--- config.mk ---
export PLATFORM = sky130hd
export DESIGN_NAME = booth_mul_sched
export DESIGN_NICKNAME = d
export VERILOG_FILES = /design/src/rtl/booth_pkg.sv /design/src/rtl/rr_arbiter.sv /design/src/rtl/booth_mul_sched.sv
export SDC_FILE = /design/constraint.sdc
export NUM_CORES = 1
export LEC_CHECK = 0
export CAP_MARGIN = 20
export CORE_ASPECT_RATIO = 0.7
export CORE_MARGIN = 5
export CORE_UTILIZATION = 49
export CTS_CLUSTER_DIAMETER = 120
export CTS_CLUSTER_SIZE = 8
export DETAILED_ROUTE_END_ITERATION = 12
export GPL_TIMING_DRIVEN = 0
export PLACE_DENSITY = 0.77
export SLEW_MARGIN = 20
export SYNTH_ARGS = -nofsm -noshare
export SYNTH_HDL_FRONTEND = slang
export SYNTH_SLANG_ARGS = --single-unit
--- constraint.sdc ---
create_clock -name clk -period 4.1 [get_ports clk]
set_input_delay 0.41 -clock clk [delete_from_list [all_inputs] [get_ports clk]]
set_output_delay 0.41 -clock clk [all_outputs]
set_load 0.03 [all_outputs]
--- src/rtl/booth_pkg.sv ---
// Shared types and constants for the shared Booth multiplier.
// Holds the FSM encoding, Booth pair codes and the ID width helper.
package booth_pkg;

  typedef enum logic [1:0] {
    IDLE,
    RUN,
    DONE
  } state_t;

  localparam int DEF_WIDTH = 8;

  localparam logic [1:0] BOOTH_ADD = 2'b01;
  localparam logic [1:0] BOOTH_SUB = 2'b10;

  function automatic int id_w(input int n);
    return (n > 1) ? $clog2(n) : 1;
  endfunction

endpackage

--- src/rtl/rr_arbiter.sv ---
// Combinational round-robin pick: first request at or after ptr.
// Returns a one-hot grant and the matching encoded index.
module rr_arbiter
  import booth_pkg::*;
#(
  parameter int N_REQ = 2,
  parameter int ID_W  = id_w(N_REQ)
) (
  input  logic [N_REQ-1:0] req,
  input  logic [ID_W-1:0]  ptr,
  output logic [N_REQ-1:0] gnt,
  output logic [ID_W-1:0]  idx
);

  // scan from ptr, wrapping once, and keep the first hit
  always_comb begin
    int   j;
    logic found;
    gnt   = '0;
    idx   = '0;
    found = 1'b0;
    j     = 0;
    for (int k = 0; k < N_REQ; k++) begin
      j = int'(ptr) + k;
      if (j >= N_REQ) j = j - N_REQ;
      if (!found && req[j]) begin
        found  = 1'b1;
        gnt[j] = 1'b1;
        idx    = ID_W'(j);
      end
    end
  end

endmodule

--- src/rtl/booth_mul_sched.sv ---
// Radix-2 Booth multiplier shared by N_REQ requesters.
// Round-robin grant, one multiplier bit per cycle, valid/ready result.
module booth_mul_sched
  import booth_pkg::*;
#(
  parameter int WIDTH = DEF_WIDTH,
  parameter int N_REQ = 2,
  parameter int ID_W  = id_w(N_REQ)
) (
  input  logic                   clk,
  input  logic                   rst_n,
  input  logic [N_REQ-1:0]       req_valid,
  output logic [N_REQ-1:0]       req_ready,
  input  logic [N_REQ*WIDTH-1:0] req_x,
  input  logic [N_REQ*WIDTH-1:0] req_y,
  output logic                   res_valid,
  input  logic                   res_ready,
  output logic [2*WIDTH-1:0]     res_z,
  output logic [ID_W-1:0]        res_id,
  output logic                   busy
);

  localparam int CW = (WIDTH > 1) ? $clog2(WIDTH) : 1;
  localparam int ZW = 2 * WIDTH;

  state_t            state;
  logic [ID_W-1:0]   rr_ptr;
  logic [ID_W-1:0]   gidx;
  logic [ID_W-1:0]   ptr_nxt;
  logic [ID_W-1:0]   id_q;
  logic [N_REQ-1:0]  gnt;
  logic [WIDTH-1:0]  x_q;
  logic [WIDTH-1:0]  y_q;
  logic [WIDTH-1:0]  sel_x;
  logic [WIDTH-1:0]  sel_y;
  logic [WIDTH:0]    x_ext;
  logic [1:0]        pair;
  logic [ZW-1:0]     acc;
  logic [ZW-1:0]     addend;
  logic [ZW-1:0]     acc_nxt;
  logic [CW-1:0]     cnt;
  logic              last;

  rr_arbiter #(
    .N_REQ(N_REQ),
    .ID_W (ID_W)
  ) u_arb (
    .req(req_valid),
    .ptr(rr_ptr),
    .gnt(gnt),
    .idx(gidx)
  );

  assign req_ready = (state == IDLE && rst_n) ? gnt : '0;
  assign res_z     = acc;
  assign res_id    = id_q;

  assign ptr_nxt = (int'(gidx) == N_REQ - 1) ? '0 : gidx + ID_W'(1);

  // route the granted requester's operands to the latch inputs
  always_comb begin
    sel_x = '0;
    sel_y = '0;
    for (int r = 0; r < N_REQ; r++) begin
      if (gnt[r]) begin
        sel_x = req_x[r*WIDTH +: WIDTH];
        sel_y = req_y[r*WIDTH +: WIDTH];
      end
    end
  end

  // X with an implicit zero below bit 0 gives the pair {X[i], X[i-1]}
  assign x_ext  = {x_q, 1'b0};
  assign pair   = x_ext[cnt +: 2];
  assign addend = {{WIDTH{y_q[WIDTH-1]}}, y_q} << cnt;
  assign last   = (cnt == CW'(WIDTH - 1));

  // one Booth step: add, subtract or keep the shifted multiplicand
  always_comb begin
    acc_nxt = acc;
    unique case (1'b1)
      (pair == BOOTH_ADD): acc_nxt = acc + addend;
      (pair == BOOTH_SUB): acc_nxt = acc - addend;
      default:             acc_nxt = acc;
    endcase
  end

  // scheduler and engine FSM with registered status outputs
  always_ff @(posedge clk or negedge rst_n) begin
    if (!rst_n) begin
      state     <= IDLE;
      rr_ptr    <= '0;
      id_q      <= '0;
      x_q       <= '0;
      y_q       <= '0;
      acc       <= '0;
      cnt       <= '0;
      res_valid <= 1'b0;
      busy      <= 1'b0;
    end else begin
      unique case (state)
        IDLE: begin
          if (|req_valid) begin
            x_q    <= sel_x;
            y_q    <= sel_y;
            id_q   <= gidx;
            acc    <= '0;
            cnt    <= '0;
            rr_ptr <= ptr_nxt;
            busy   <= 1'b1;
            state  <= RUN;
          end
        end
        RUN: begin
          acc <= acc_nxt;
          cnt <= cnt + CW'(1);
          if (last) begin
            res_valid <= 1'b1;
            state     <= DONE;
          end
        end
        DONE: begin
          if (res_ready) begin
            res_valid <= 1'b0;
            busy      <= 1'b0;
            state     <= IDLE;
          end
        end
        default: begin
          res_valid <= 1'b0;
          busy      <= 1'b0;
          state     <= IDLE;
        end
      endcase
    end
  end

endmodule

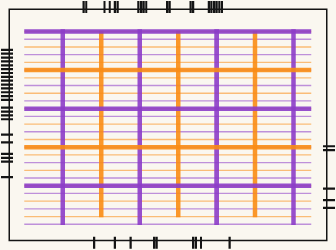
**Above:** run 1 (supply network).
Pins as bars on the die edge.
orange -> VDD
purple -> VSS
met1 rails = 26
met4 straps = 7
signal pins = 58
rows = 25
Die W: 111 microns

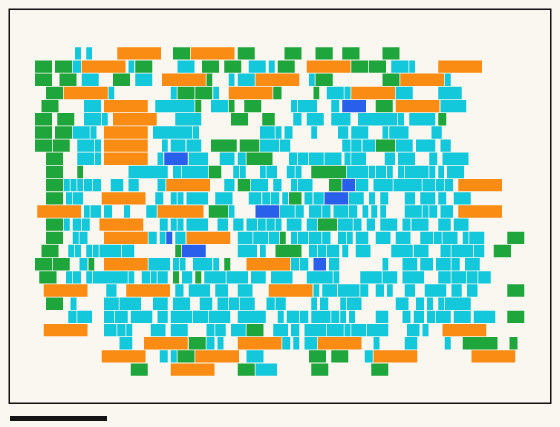
**Above:** run 1 (placement by cell class).
Bar = 20 microns.
blue -> clock drivers and dummy loads  # cells 8, share of their area 2.0%
orange -> registers  # cells 41, share of their area 23%
green -> remaining buffers and delay cells  # cells 84, share of their area 18%
cyan -> remaining logic cells  # cells 346, share of their area 57%
Core ar.: 6880 sq um
row cnt: 25
final instance area: 4490 sq um
flop share of the area: 22.9%
post-layout util: 65.3%

==> impl_metrics.tcl, run 1 <==
# flow metrics
set metrics [dict create \
    status "finished, violations left" \
    numSynthFlops 41 \
    clock_area_share_pct 1.95 \
    hold_slack_ps -6.10 \
    ys_seq_share_pct 29.0 \
    clk_pin_slew_worst_paths_ps 90 \
    fin_crit_ps 3930 \
    fin_ws_ps 165 \
    cts_sinks 41 \
    clk_path_buf_depth 2 \
    yosysWarnings 0 \
    grtUsageMet2_pct 33.9 \
    regToRegStartpoint "cnt[0]" \
    maxSlewViolCount 0 \
    grt_first_pass_wirelength_mm 16.4 \
    fmax_ghz 0.254 \
    startpoint "cnt[0]" \
    areaGrowthSynthToFinish_pct 27.1 \
    ys_sh_aoi_pct 26.0 \
    vias 3499 \
    drt_pass1_iterations 6 \
    fin_setup_tns_ps 0 \
    hold_viol 1 \
    first_iter_violations 297 \
    bufAreaShareNonClock_pct 17.5 \
    n_antenna_cell 0 \
    overflow 0 \
    crit_path_end_kind "flop" \
    cts_setup_buffers 2 \
    drc 0 \
    vias_per_cell 6.11 \
    synthTopCellsByCount "dfrtp_1 (41), nand2_1 (35), inv_1 (32)" \
    nets 535 \
    slew_headroom_pct 49.1 \
    grtUsageMet1_pct 33.7 \
    max_stage_delay_ps 510 \
    synthesis.area_sq_um 3530 \
    crit_chain "buf_8 > mux4_2 > mux2_2 > ha_2 > buf_8 > nor3_1 > xor2_1 > ha_1 > o21a_1 > o21ai_2 > a22oi_2 > a21o_1 > a211o_1 > a32o_1" \
    timing_worst_setup_path_type "reg2reg" \
    cp_max_fo 19 \
    root_buffer "clkbuf_8" \
    wirelength_mm 10.0 \
    path_common_cell "buf_8" \
    n_all_inverters 33 \
    violations "hold timing" \
    post-dp-hpwl_mm 7.58 \
    setup_viol 0 \
    tool_warnings 26 \
    gp_congestion 0.963 \
    grt.busiest_layer "met2" \
    fin_crit_sh_pct 96.0 \
    wl_met3_microns 738 \
    largest_reg_flops 16 \
    crit_slowest_cell "mux4_2" \
    yosysTopAreaCell "dfrtp_1" \
    fin_cells 573 \
    wl_per_cell_microns 17.5 \
    top_layer "met4" \
    cts_resized 13 \
    crit_path_end "res_z[12]" \
    mostFrequentLayoutCell "clkdlybuf4s50_1" \
    yosys_area_sq_um 3530 \
    dieArea_sq_um 9040 \
    grt_use_total_pct 22.3 \
    arrival_ps 4140 \
    dominant_cells "multi-input combinational cells" \
    flop_cell "dfrtp_1" \
    initial_core_util_pct 51.3 \
    regArea_sq_um 1030 \
    comb_share_pct 52.3 \
    synth.most_common_cell "dfrtp_1" \
    num-multi-input-gates 313 \
    seq_cells 41 \
    clock_buffers 6 \
    n_tap_cell 94 \
    antenna_found_initial 0 \
    buffers 84 \
    yosys.area.top_type_share_pct 29.0 \
    logic_family "AND-OR/OR-AND gates" \
    wl_met2_mm 4.46 \
    reg2reg_depth 14 \
    cts_tree "yes" \
    cts_hold_buf 0 \
    worst-path-buf-inv 2 \
    tightest_slew_ps 758 \
    placed_cells 564 \
    numCtsBuffers 5 \
    edf_count 0 \
    synth_cells 412 \
    dp_slack_ps -666 \
    ant_nets 0 \
    min_path_type "in2async" \
    htreeDepth 2 \
    simple_gate_area_share_pct 17.4 \
    path_delay_family "AND-OR/OR-AND gates" \
    ys_sh_xor_pct 4.46 \
    routedLengthMet1_mm 4.76 \
    fillers 583 \
    grt_pass1_vias 3288 \
    drive_gt1_share_pct 14.0 \
    crit_path_start_kind "flop" \
    mi_logic_area_sq_um 2350 \
    grt.met3_usage_pct 3.43 \
    post_synth_num_cell_types 70 \
    path_depth 14 \
    synth_adder_area_share_pct 7.29 \
    dpl_cell_area_sq_um 4250 \
    syn_nets 469 \
    syn_avg_cell_area_sq_um 8.58 \
    r2r-end "res_z[12]" \
    top_cells_by_area "dfrtp_1 (29%), ha_1 (6.7%), a222oi_1 (4.5%), o21ai_0 (4.4%), nand2_1 (3.7%)" \
    max-cap-violations 0 \
    r2r_setup_slack_ps 170 \
    ys_cells 412 \
    numPortBuffers 57 \
    ios 58 \
]
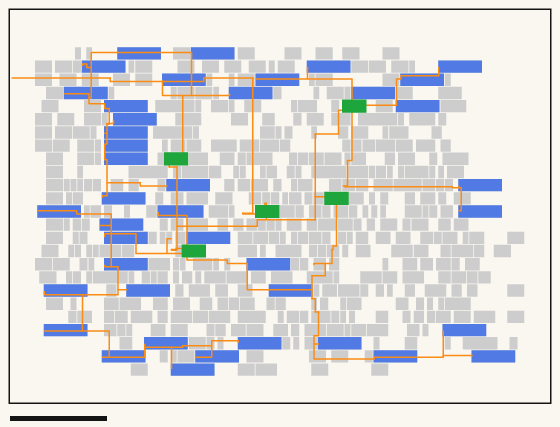
**Above:** run 1 (clock network drawn from the DEF).
Bar = 20 microns.
orange -> clock wires  # length 684 microns
blue -> flip-flops  # count 41
green -> clock-net drivers  # count 5
routed clock nets = 6
flops lie = widely spread
Max Clock Skew: 11.5 ps
Late-Pin Clk Latency: 310 ps

**Run 1: routed metal, one colour a layer**

Only two layers are drawn.
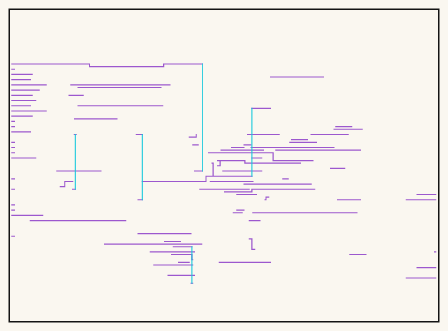

## Run 2: what changed since run 1
--- a/config.mk
+++ b/config.mk
@@ -10,3 +10,3 @@
 export CORE_MARGIN = 5
-export CORE_UTILIZATION = 49
+export CORE_UTILIZATION = 35
 export CTS_CLUSTER_DIAMETER = 120
@@ -15,3 +15,2 @@
 export GPL_TIMING_DRIVEN = 0
-export PLACE_DENSITY = 0.77
 export SLEW_MARGIN = 20
==> constraint.sdc (replaced) <==
create_clock -name clk -period 4.1 [get_ports clk]
set_input_delay 0.82 -clock clk [delete_from_list [all_inputs] [get_ports clk]]
set_output_delay 0.82 -clock clk [all_outputs]
set_load 0.03 [all_outputs]
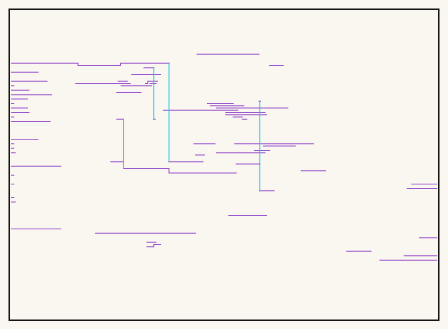
**Above:** run 2 (routed metal, one colour a layer).
Only two layers are drawn.
cyan -> M4  # wire length 87.7 microns
purple -> M3  # wire length 564 microns
Total Wirelength: 9.98 mm
GRT Total Usage: 16.6%
via count: 3,427

==> run 2 against run 1 <==
Compared with the run above:
- critical endpoint is now res_z[13]
- final cell count increased by 5.9%
- hold slack gained 430 ps
- critical path type unchanged
- sequential cell count unchanged
- wire length decreased by 0.66%
- synthesized cell count unchanged
- highest routed layer unchanged
- non-clock buffer count stayed put
- the flow now finishes without violations
- count of clock-buffer cells in the layout shrank 1
==> impl_metrics.tcl, run 2 <==
# flow metrics
set metrics [dict create \
    synth_cells 412 \
    drive_gt1_share_pct 12.3 \
    numSynthFlops 41 \
    numPortBuffers 57 \
    regArea_sq_um 1030 \
    ys_seq_share_pct 29.0 \
    synth_adder_area_share_pct 7.29 \
    overflow 0 \
    simple_gate_area_share_pct 17.4 \
    n_tap_cell 128 \
    routedLengthMet1_mm 4.97 \
    row_count 30 \
    grt_first_pass_wirelength_mm 16.2 \
    yosys.area.top_type_share_pct 29.0 \
    fin_setup_tns_ps 0 \
    fp.coreArea_sq_um 9760 \
    num-multi-input-gates 313 \
    status "completed" \
    syn_nets 469 \
    root_buffer "clkbuf_16" \
    cts_tree "yes" \
    grtUsageMet1_pct 23.9 \
    tool_warnings 27 \
    drc 0 \
    crit_path_end_kind "flop" \
    cp_max_fo 10 \
    clock_area_share_pct 3.22 \
    initial_core_util_pct 36.2 \
    mi_logic_area_sq_um 2320 \
    fillers 997 \
    cts_sinks 41 \
    dpl_cell_area_sq_um 4290 \
    fin_crit_sh_pct 95.9 \
    cts_resized 10 \
    fmax_ghz 0.254 \
    ys_sh_aoi_pct 26.0 \
    synthTopCellsByCount "dfrtp_1 (41), nand2_1 (35), inv_1 (32)" \
    yosys_area_sq_um 3530 \
    logic_family "AND-OR/OR-AND gates" \
    ant_nets 0 \
    post_synth_num_cell_types 70 \
    fin_area_sq_um 4540 \
    edf_count 0 \
    tightest_slew_ps 819 \
    grt.busiest_layer "met2" \
    n_all_inverters 33 \
    wl_per_cell_microns 16.4 \
    bufAreaShareNonClock_pct 16.7 \
    post-dp-hpwl_mm 7.72 \
    crit_chain "buf_6 > buf_6 > mux2_2 > a21oi_1 > nor2_1 > a21oi_1 > ha_2 > buf_6 > mux2_2 > inv_1 > ha_1 > nor2b_1 > o31a_1 > o21ai_4 > a21oi_1 > o21a_1 > or2_0 > o211ai_1" \
    max_stage_delay_ps 420 \
    startpoint "cnt[1]" \
    hold_viol 0 \
    max-cap-violations 0 \
    cts_setup_buffers 3 \
    n_antenna_cell 0 \
    insertion_delay_ps 290 \
    fin_crit_ps 3930 \
    drt_pass1_iterations 7 \
    mostFrequentLayoutCell "clkdlybuf4s50_1" \
    fp.dieW_microns 130 \
    arrival_ps 4140 \
    worst-path-buf-inv 4 \
    ios 58 \
]
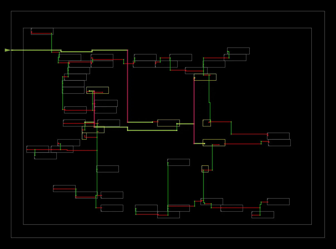
**Above:** run 2 (the clock network).
number of clock buffers in the layout: 5
Num CTS Buffers: 5
Max Clock Skew: 5.29 ps

## Run 3: what changed since run 2
Settings changed: TNS_END_PERCENT from default to 50.
==> run 3 against run 2 <==
Compared with the run above:
- via count stayed put
- sequential share of layout area stayed put
- clock skew stayed put
- setup slack stayed put
- register-to-register slack hardly changed
- cell area stayed put
- largest cell class unchanged
==> impl_metrics.tcl, run 3 <==
# flow metrics
set metrics [dict create \
    yosys.area.top_type_share_pct 29.0 \
    synth_cells 412 \
    n_all_inverters 33 \
    yosysWarnings 0 \
    crit_slowest_cell "dfrtp_1" \
    max_stage_delay_ps 420 \
    grtUsageMet2_pct 25.2 \
    status "completed" \
    worst-path-buf-inv 4 \
    min_path_type "in2async" \
    vias 3427 \
    num-multi-input-gates 313 \
    htreeDepth 2 \
    areaGrowthSynthToFinish_pct 28.5 \
    ys_sh_xor_pct 4.46 \
    edf_count 0 \
    cts_hold_buf 0 \
    tool_warnings 27 \
    ios 58 \
    mostFrequentLayoutCell "clkdlybuf4s50_1" \
    path_delay_family "AND-OR/OR-AND gates" \
    initial_core_util_pct 36.2 \
    top_cells_by_area "dfrtp_1 (29%), ha_1 (6.7%), a222oi_1 (4.5%), o21ai_0 (4.4%), nand2_1 (3.7%)" \
    timing_worst_setup_path_type "reg2reg" \
    numCtsBuffers 5 \
    bufAreaShareNonClock_pct 16.7 \
    clk_pin_slew_worst_paths_ps 70 \
    comb_share_pct 51.2 \
    grt_pass1_vias 3248 \
    grt.met3_usage_pct 4.09 \
    dominant_cells "multi-input combinational cells" \
    crit_path_end_kind "flop" \
    placed_cells 598 \
    fin_crit_sh_pct 95.9 \
    antenna_found_initial 0 \
    flop_cell "dfrtp_1" \
    async_reset_ff_share_pct 100 \
    hold_slack_ps 421 \
    grt_use_total_pct 16.6 \
    synth.most_common_cell "dfrtp_1" \
    cts_resized 10 \
    logic_family "AND-OR/OR-AND gates" \
    post_synth_num_cell_types 70 \
    synth_adder_area_share_pct 7.29 \
    cts_setup_buffers 3 \
    syn_nets 469 \
    cts_tree "yes" \
    vias_per_cell 5.65 \
    dieArea_sq_um 12200 \
    synthTopCellsByCount "dfrtp_1 (41), nand2_1 (35), inv_1 (32)" \
    ant_nets 0 \
    finalClockSkew_ps 5.29 \
    regToRegStartpoint "cnt[1]" \
    fin_setup_tns_ps 0 \
    grt_first_pass_wirelength_mm 16.2 \
    clock_buffers 5 \
    crit_chain "buf_6 > buf_6 > mux2_2 > a21oi_1 > nor2_1 > a21oi_1 > ha_2 > buf_6 > mux2_2 > inv_1 > ha_1 > nor2b_1 > o31a_1 > o21ai_4 > a21oi_1 > o21a_1 > or2_0 > o211ai_1" \
    drc 0 \
    cp_max_fo 10 \
    drive_gt1_share_pct 12.3 \
    tightest_slew_ps 819 \
    n_tap_cell 128 \
    regArea_sq_um 1030 \
    yosysTopAreaCell "dfrtp_1" \
    wl_met3_microns 564 \
    max-cap-violations 0 \
    fmax_ghz 0.254 \
    buffers 84 \
    wirelength_mm 9.98 \
    overflow 0 \
    nets 535 \
    r2r-end "res_z[13]" \
    wl_per_cell_microns 16.4 \
    grtUsageMet1_pct 23.9 \
    dp_slack_ps -676 \
    crit_path_start_kind "flop" \
    r2r_setup_slack_ps 170 \
    n_antenna_cell 0 \
    grt.busiest_layer "met2" \
    arrival_ps 4140 \
    numPortBuffers 57 \
    fin_crit_ps 3930 \
    drt_pass1_iterations 7 \
    setup_viol 0 \
    syn_avg_cell_area_sq_um 8.58 \
    maxSlewViolCount 0 \
    startpoint "cnt[1]" \
    top_layer "met4" \
    routedLengthMet1_mm 4.97 \
    largest_reg_flops 16 \
    clock_area_share_pct 3.22 \
    ys_sh_aoi_pct 26.0 \
    mi_logic_area_sq_um 2320 \
    ys_cells 412 \
    simple_gate_area_share_pct 17.4 \
]
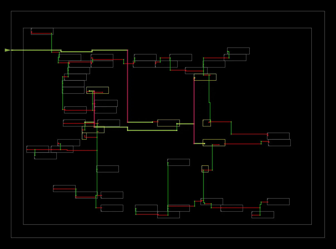
**Above:** run 3 (the clock network).
flip-flops: 41
# clock sinks: 41
Late-Pin Clk Latency: 290 ps

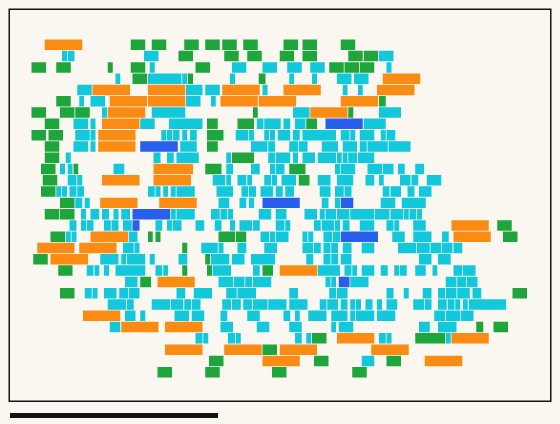
**Above:** run 3 (placement by cell class).
Bar = 50 microns.
cyan -> remaining logic cells  # cells 346, share of their area 56%
orange -> registers  # cells 41, share of their area 23%
blue -> clock drivers and dummy loads  # cells 8, share of their area 3.3%
green -> remaining buffers and delay cells  # cells 84, share of their area 17%
flop share of the area: 22.6%
post-layout util: 46.5%
final instance area: 4540 sq um
Core ar.: 9760 sq um
row cnt: 30

